==> config.mk <==
export PLATFORM = sky130hd
export DESIGN_NAME = pwm_multi
export DESIGN_NICKNAME = d
export VERILOG_FILES = /design/src/rtl/pwm_pkg.sv /design/src/rtl/pwm_channel.sv /design/src/rtl/pwm_multi.sv
export SDC_FILE = /design/constraint.sdc
export NUM_CORES = 1
export LEC_CHECK = 0
export CAP_MARGIN = 30
export CORE_AREA = 5 5 123 125
export DETAILED_ROUTE_END_ITERATION = 10
export DIE_AREA = 0 0 128 130
export PLACE_DENSITY_LB_ADDON = 0.1
export SETUP_SLACK_MARGIN = 0.02
export SYNTH_ARGS = -nofsm -noshare
export SYNTH_HDL_FRONTEND = slang
export SYNTH_SLANG_ARGS = --single-unit
==> constraint.sdc <==
create_clock -name clk -period 2 [get_ports clk]
set_input_delay 0.6 -clock clk [delete_from_list [all_inputs] [get_ports clk]]
set_output_delay 0.6 -clock clk [all_outputs]
set_load 0.05 [all_outputs]
==> src/rtl/pwm_pkg.sv <==
// Shared defaults, channel-index width helper and channel mode type for the
// multi-channel PWM block.
package pwm_pkg;

    localparam int DEF_NUM_CH    = 4;
    localparam int DEF_WIDTH     = 8;
    localparam int DEF_FADE_STEP = 1;

    // Width of the channel-select field; never narrower than one bit.
    function automatic int chw(input int n);
        return (n > 1) ? $clog2(n) : 1;
    endfunction

    // Per-channel output mode derived from the active duty and period.
    typedef enum logic [1:0] {
        CH_OFF,
        CH_PWM,
        CH_ON
    } ch_mode_t;

endpackage

==> src/rtl/pwm_channel.sv <==
// One PWM channel: shadow/active duty registers, saturating fade toward the
// shadow value, and the registered compare/polarity output stage.
module pwm_channel
    import pwm_pkg::*;
#(
    parameter int               WIDTH = DEF_WIDTH,
    parameter logic             INV   = 1'b0,
    parameter logic [WIDTH-1:0] STEP  = '1
) (
    input  logic             clk,
    input  logic             reset_n,
    input  logic             en,
    input  logic             commit,
    input  logic             wr_en,
    input  logic [WIDTH-1:0] wr_duty,
    input  logic [WIDTH-1:0] counter,
    input  logic [WIDTH-1:0] period_q,
    output logic             pwm_out
);

    logic [WIDTH-1:0] shadow_duty;
    logic [WIDTH-1:0] active_duty;
    logic [WIDTH-1:0] fade_next;
    ch_mode_t         mode;

    // Next active duty: move toward shadow by STEP, landing exactly on it.
    always_comb begin
        fade_next = active_duty;
        if (shadow_duty > active_duty) begin
            if ((shadow_duty - active_duty) > STEP)
                fade_next = active_duty + STEP;
            else
                fade_next = shadow_duty;
        end else if (active_duty > shadow_duty) begin
            if ((active_duty - shadow_duty) > STEP)
                fade_next = active_duty - STEP;
            else
                fade_next = shadow_duty;
        end
    end

    // Classify duty so 0 and over-period values give flat, glitch-free levels.
    always_comb begin
        mode = CH_PWM;
        if (active_duty == '0)
            mode = CH_OFF;
        else if (active_duty > period_q)
            mode = CH_ON;
    end

    // Shadow register takes every accepted write for this channel.
    always_ff @(posedge clk or negedge reset_n) begin
        if (!reset_n)
            shadow_duty <= '0;
        else if (wr_en)
            shadow_duty <= wr_duty;
    end

    // Active register: direct copy while disabled, fade step on each commit.
    always_ff @(posedge clk or negedge reset_n) begin
        if (!reset_n)
            active_duty <= '0;
        else if (!en)
            active_duty <= shadow_duty;
        else if (commit)
            active_duty <= fade_next;
    end

    // Registered output with per-channel polarity.
    always_ff @(posedge clk or negedge reset_n) begin
        if (!reset_n) begin
            pwm_out <= INV;
        end else if (!en) begin
            pwm_out <= INV;
        end else begin
            case (mode)
                CH_OFF:  pwm_out <= INV;
                CH_ON:   pwm_out <= ~INV;
                default: pwm_out <= (counter < active_duty) ^ INV;
            endcase
        end
    end

endmodule

==> src/rtl/pwm_multi.sv <==
// Multi-channel PWM generator with a shared period counter and
// period-aligned duty commits through a valid/ready write port.
// Optional feature: define PWM_FADE_EN to ramp active duty toward the
// written value by FADE_STEP per period instead of jumping in one step.
module pwm_multi
    import pwm_pkg::*;
#(
    parameter int                NUM_CH    = DEF_NUM_CH,
    parameter int                WIDTH     = DEF_WIDTH,
    parameter logic [NUM_CH-1:0] INVERT    = '0,
    parameter int                FADE_STEP = DEF_FADE_STEP,
    localparam int               CHW       = chw(NUM_CH)
) (
    input  logic              clk,
    input  logic              reset_n,
    input  logic              en,
    input  logic [WIDTH-1:0]  period,
    input  logic              wr_valid,
    output logic              wr_ready,
    input  logic [CHW-1:0]    wr_ch,
    input  logic [WIDTH-1:0]  wr_duty,
    output logic [NUM_CH-1:0] pwm_out,
    output logic              period_tick,
    output logic              err_ch
);

`ifdef PWM_FADE_EN
    localparam logic FADE_EN = 1'b1;
`else
    localparam logic FADE_EN = 1'b0;
`endif

    // A full-scale step makes the saturating fade land on the target in one
    // commit, so the non-fade build shares the same channel datapath.
    localparam logic [WIDTH-1:0] STEP = FADE_EN ? WIDTH'(FADE_STEP) : '1;

    logic [WIDTH-1:0] counter;
    logic [WIDTH-1:0] period_q;
    logic             ready_q;
    logic             wr_fire;
    logic             wr_bad;

    assign period_tick = en && (counter == period_q);
    assign wr_ready    = ready_q && !period_tick;
    assign wr_fire     = wr_valid && wr_ready;
    assign wr_bad      = int'(wr_ch) >= NUM_CH;

    // Period counter; period input is only sampled at wrap or while disabled.
    always_ff @(posedge clk or negedge reset_n) begin
        if (!reset_n) begin
            counter  <= '0;
            period_q <= '1;
        end else if (!en || (counter == period_q)) begin
            counter  <= '0;
            period_q <= period;
        end else begin
            counter  <= counter + WIDTH'(1);
        end
    end

    // Write-port readiness after reset and sticky bad-channel flag.
    always_ff @(posedge clk or negedge reset_n) begin
        if (!reset_n) begin
            ready_q <= 1'b0;
            err_ch  <= 1'b0;
        end else begin
            ready_q <= 1'b1;
            if (wr_fire && wr_bad)
                err_ch <= 1'b1;
        end
    end

    for (genvar i = 0; i < NUM_CH; i++) begin : g_ch
        pwm_channel #(
            .WIDTH (WIDTH),
            .INV   (INVERT[i]),
            .STEP  (STEP)
        ) u_ch (
            .clk      (clk),
            .reset_n  (reset_n),
            .en       (en),
            .commit   (period_tick),
            .wr_en    (wr_fire && !wr_bad && (wr_ch == CHW'(i))),
            .wr_duty  (wr_duty),
            .counter  (counter),
            .period_q (period_q),
            .pwm_out  (pwm_out[i])
        );
    end

endmodule

==> Implementation_results.wiki <==
== Run summary ==
{| class="wikitable"
! Metric !! Value
|-
| HPWL after detailed placement || roughly 13000 um
|-
| Fraction of synthesized cell area in xor and xnor cells || 0.0211
|-
| Avg Inst Size Synth || about 11 sq um
|-
| Worst setup slack after placement || -0.447 ns
|-
| Least setup slack across all paths after layout || -0.521 ns
|-
| Min Clock Period, post-route || about 2.5 ns
|-
| Share of layout cells above drive strength 1 || 0.351
|-
| Synth async-reset ratio || 1.00
|-
| FMAX || a little under 400 MHz
|-
| Largest net degree at the start of global routing || 36
|-
| Outcome || finished, violations left
|-
| Post-synthesis cell type with the largest combined area || sky130_fd_sc_hd__dfrtp_1
|-
| Hold_buf cts || 0
|-
| Max Cap Violations || 0
|-
| # rows || roughly 43
|-
| Overall chip area || roughly 17000 sq um
|-
| Congestion Overflow GR || 0
|-
| Maximum fanout encountered on the critical timing path || 3
|-
| Kind of capture point of the worst setup path || output pin
|-
| Input/output buffers || 27
|-
| Post-detailed-route count of antenna-violating nets || 0
|-
| Lkg Pwr || approximately 0.0043 uW
|-
| Simple-gate area share of the yosys netlist || 0.101
|-
| Met3 wire len || 582 um
|-
| Clock buffers created by TritonCTS || 9
|-
| Max stage delay cell, worst path || sky130_fd_sc_hd__clkdlybuf4s50_1
|-
| Synth Area in Adders || 0.254
|-
| DR WL/cell || 18.6 um
|-
| Largest combinational cell category by area || adder cells
|-
| Cell area after synthesis || 6160 sq um
|-
| Arrival time at the worst endpoint || between 1.5 and 2 ns
|-
| Crit path largest cell delay || 0.55 ns
|-
| Initial antenna violation count || 0
|-
| TritonCTS clock tree || yes
|-
| Power Total || just over 8000 uW
|-
| Maximum clock path buffer count || 2
|-
| Period utilization || 1.26
|-
| Met1 Routed Length || just under 8000 um
|-
| Share of the yosys chip area belonging to registers || 0.347
|-
| Drt total wl || 17300 um
|-
| Ys flop type || sky130_fd_sc_hd__dfrtp_1
|-
| Sequence of cells on the critical path || clkdlybuf4s50_1 -> clkinv_1 -> nor3_4 -> buf_12 -> buf_12 -> buf_12
|-
| Global routing usage on met1 || 0.284
|-
| Diode insertion count for antenna repair || 0
|-
| Worst VDD drop || between 0.5 and 0.6 mV
|-
| Critical path's top delay family || buffers and inverters
|-
| First-pass GRT wire length || about 28000 um
|-
| Most frequently placed logic cells in the final layout || 136 x sky130_fd_sc_hd__buf_4, 110 x sky130_fd_sc_hd__ha_1, 74 x sky130_fd_sc_hd__dfrtp_1, 63 x sky130_fd_sc_hd__inv_1, 31 x sky130_fd_sc_hd__mux2i_1
|-
| Number of instances in the synthesized netlist || around 580
|-
| Chip area from the yosys synthesis statistics || 6160 sq um
|-
| Top-area cell type share of the netlist area || 0.313
|-
| Final setup violating endpoints || approximately 67
|-
| Data required time at the worst endpoint || 1.40 ns
|-
| Sequential group power || 2430 uW
|-
| Number of logged tool warnings || approximately 60
|-
| Number of vias in the routed layout || ~4900
|-
| Count of clock tree sinks || 85
|-
| Post-synth EDFFs || 0
|-
| Number of gates given a new drive strength after cts || 38
|-
| Distinct lib cells used || around 42
|-
| Violated checks || setup timing
|}
## through the flow
stage / instance area [sq um] / utilization / std cells / TNS (ns) / hold slack (ns)
final: 8430 / 0.612 / 934 / -12.85 / 0.175
after global routing: 8430 / 0.612 / 934 / -17.13 / 0.182
after CTS: 8220 / 0.597 / 925 / -9.77 / 0.175
after detailed placement: 7590 / 0.551 / 892 / -23.40 / 0.529
after global placement: 7590 / 0.551 / 892 / -21.77 / 0.528
after floorplan: 6230 / - / 575 / -11.45 / 0.304
## area by class of cell
cell class | instances | area (sq um)
clock buffers | 13 | 270
clock inverters | 3 | 42.5
fillers | 1160 | 5340
inverters | 75 | 282
multi-input cells | 403 | 3990
flip-flops and latches | 85 | 2140
well taps | 180 | 225
repair buffers | 175 | 1480
## worst paths after layout
check	startpoint	end	slack [ns]	depth (start not counted)
max in group asynchronous	reset_n	period_q[3]$_DFFE_PN1N_	1.24	2
min in group clk	g_ch[1].u_ch.shadow_duty[3]$_DFFE_PN0P_	g_ch[1].u_ch.shadow_duty[3]$_DFFE_PN0P_	0.56	1
hold / removal	reset_n	g_ch[0].u_ch.active_duty[0]$_DFFE_PN0P_	0.18	1
hold reg to reg	g_ch[1].u_ch.shadow_duty[3]$_DFFE_PN0P_	g_ch[1].u_ch.shadow_duty[3]$_DFFE_PN0P_	0.56	1
setup reg to reg	period_q[6]$_DFFE_PN1N_	g_ch[2].u_ch.shadow_duty[6]$_DFFE_PN0P_	-0.46	13
setup / recovery	en	period_tick	-0.52	6
## sequential cells by signal, summed over array words and instances, names as in the netlist
signal and cells:
g_ch.u_ch.active_duty 32, period_q 8, counter 8, ready_q 1
g_ch.u_ch.pwm_out 4, g_ch.u_ch.shadow_duty 32
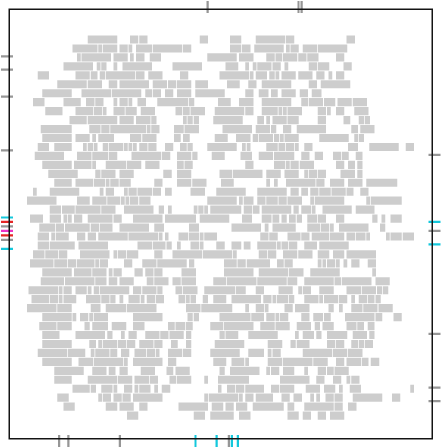
Fig. 1. Pin map.
Pins as bars across the die edge, other pins in gray.
magenta -> `wr_valid`  # pins 1, direction input, edge left
cyan -> `period`  # pins 8, direction input, edge 4 bottom, 2 left, 2 right
red -> `wr_ch`  # pins 2, direction input, edge left
die boundary height: 130 um
Horiz. Die Dim: 128 um

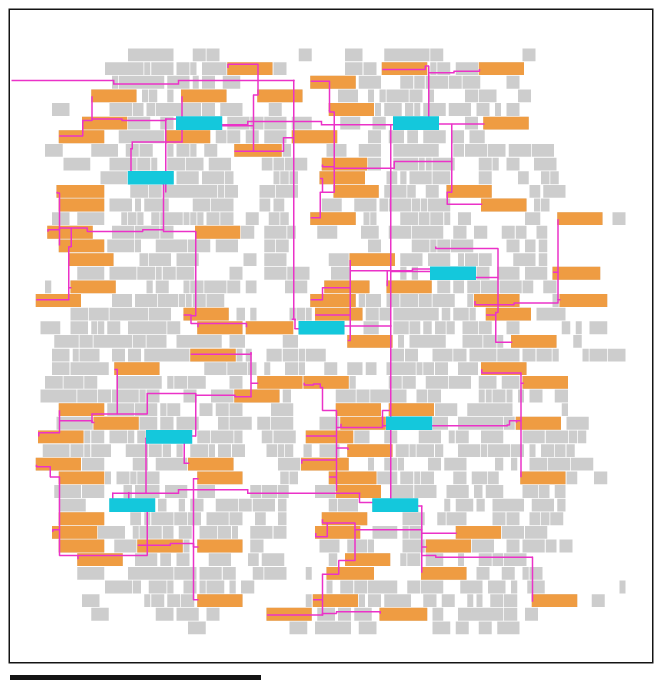
Fig. 2. Clock wires, drivers and flops.
Bar = 50 um.
orange -> flip-flops  # count 85
cyan -> clock drivers  # count 9
magenta -> clock wires  # length 1270 um
flops lie = spread over the die
routed clock nets = 10
Post-Route Skew: 0.00502 ns
Clock Power Share: 0.220
clock network power: 1780 uW
clock network latency to the later pin of the worst-skew pair: 0.35 ns

No activity file was given, so power comes from the tool's default toggle rates.
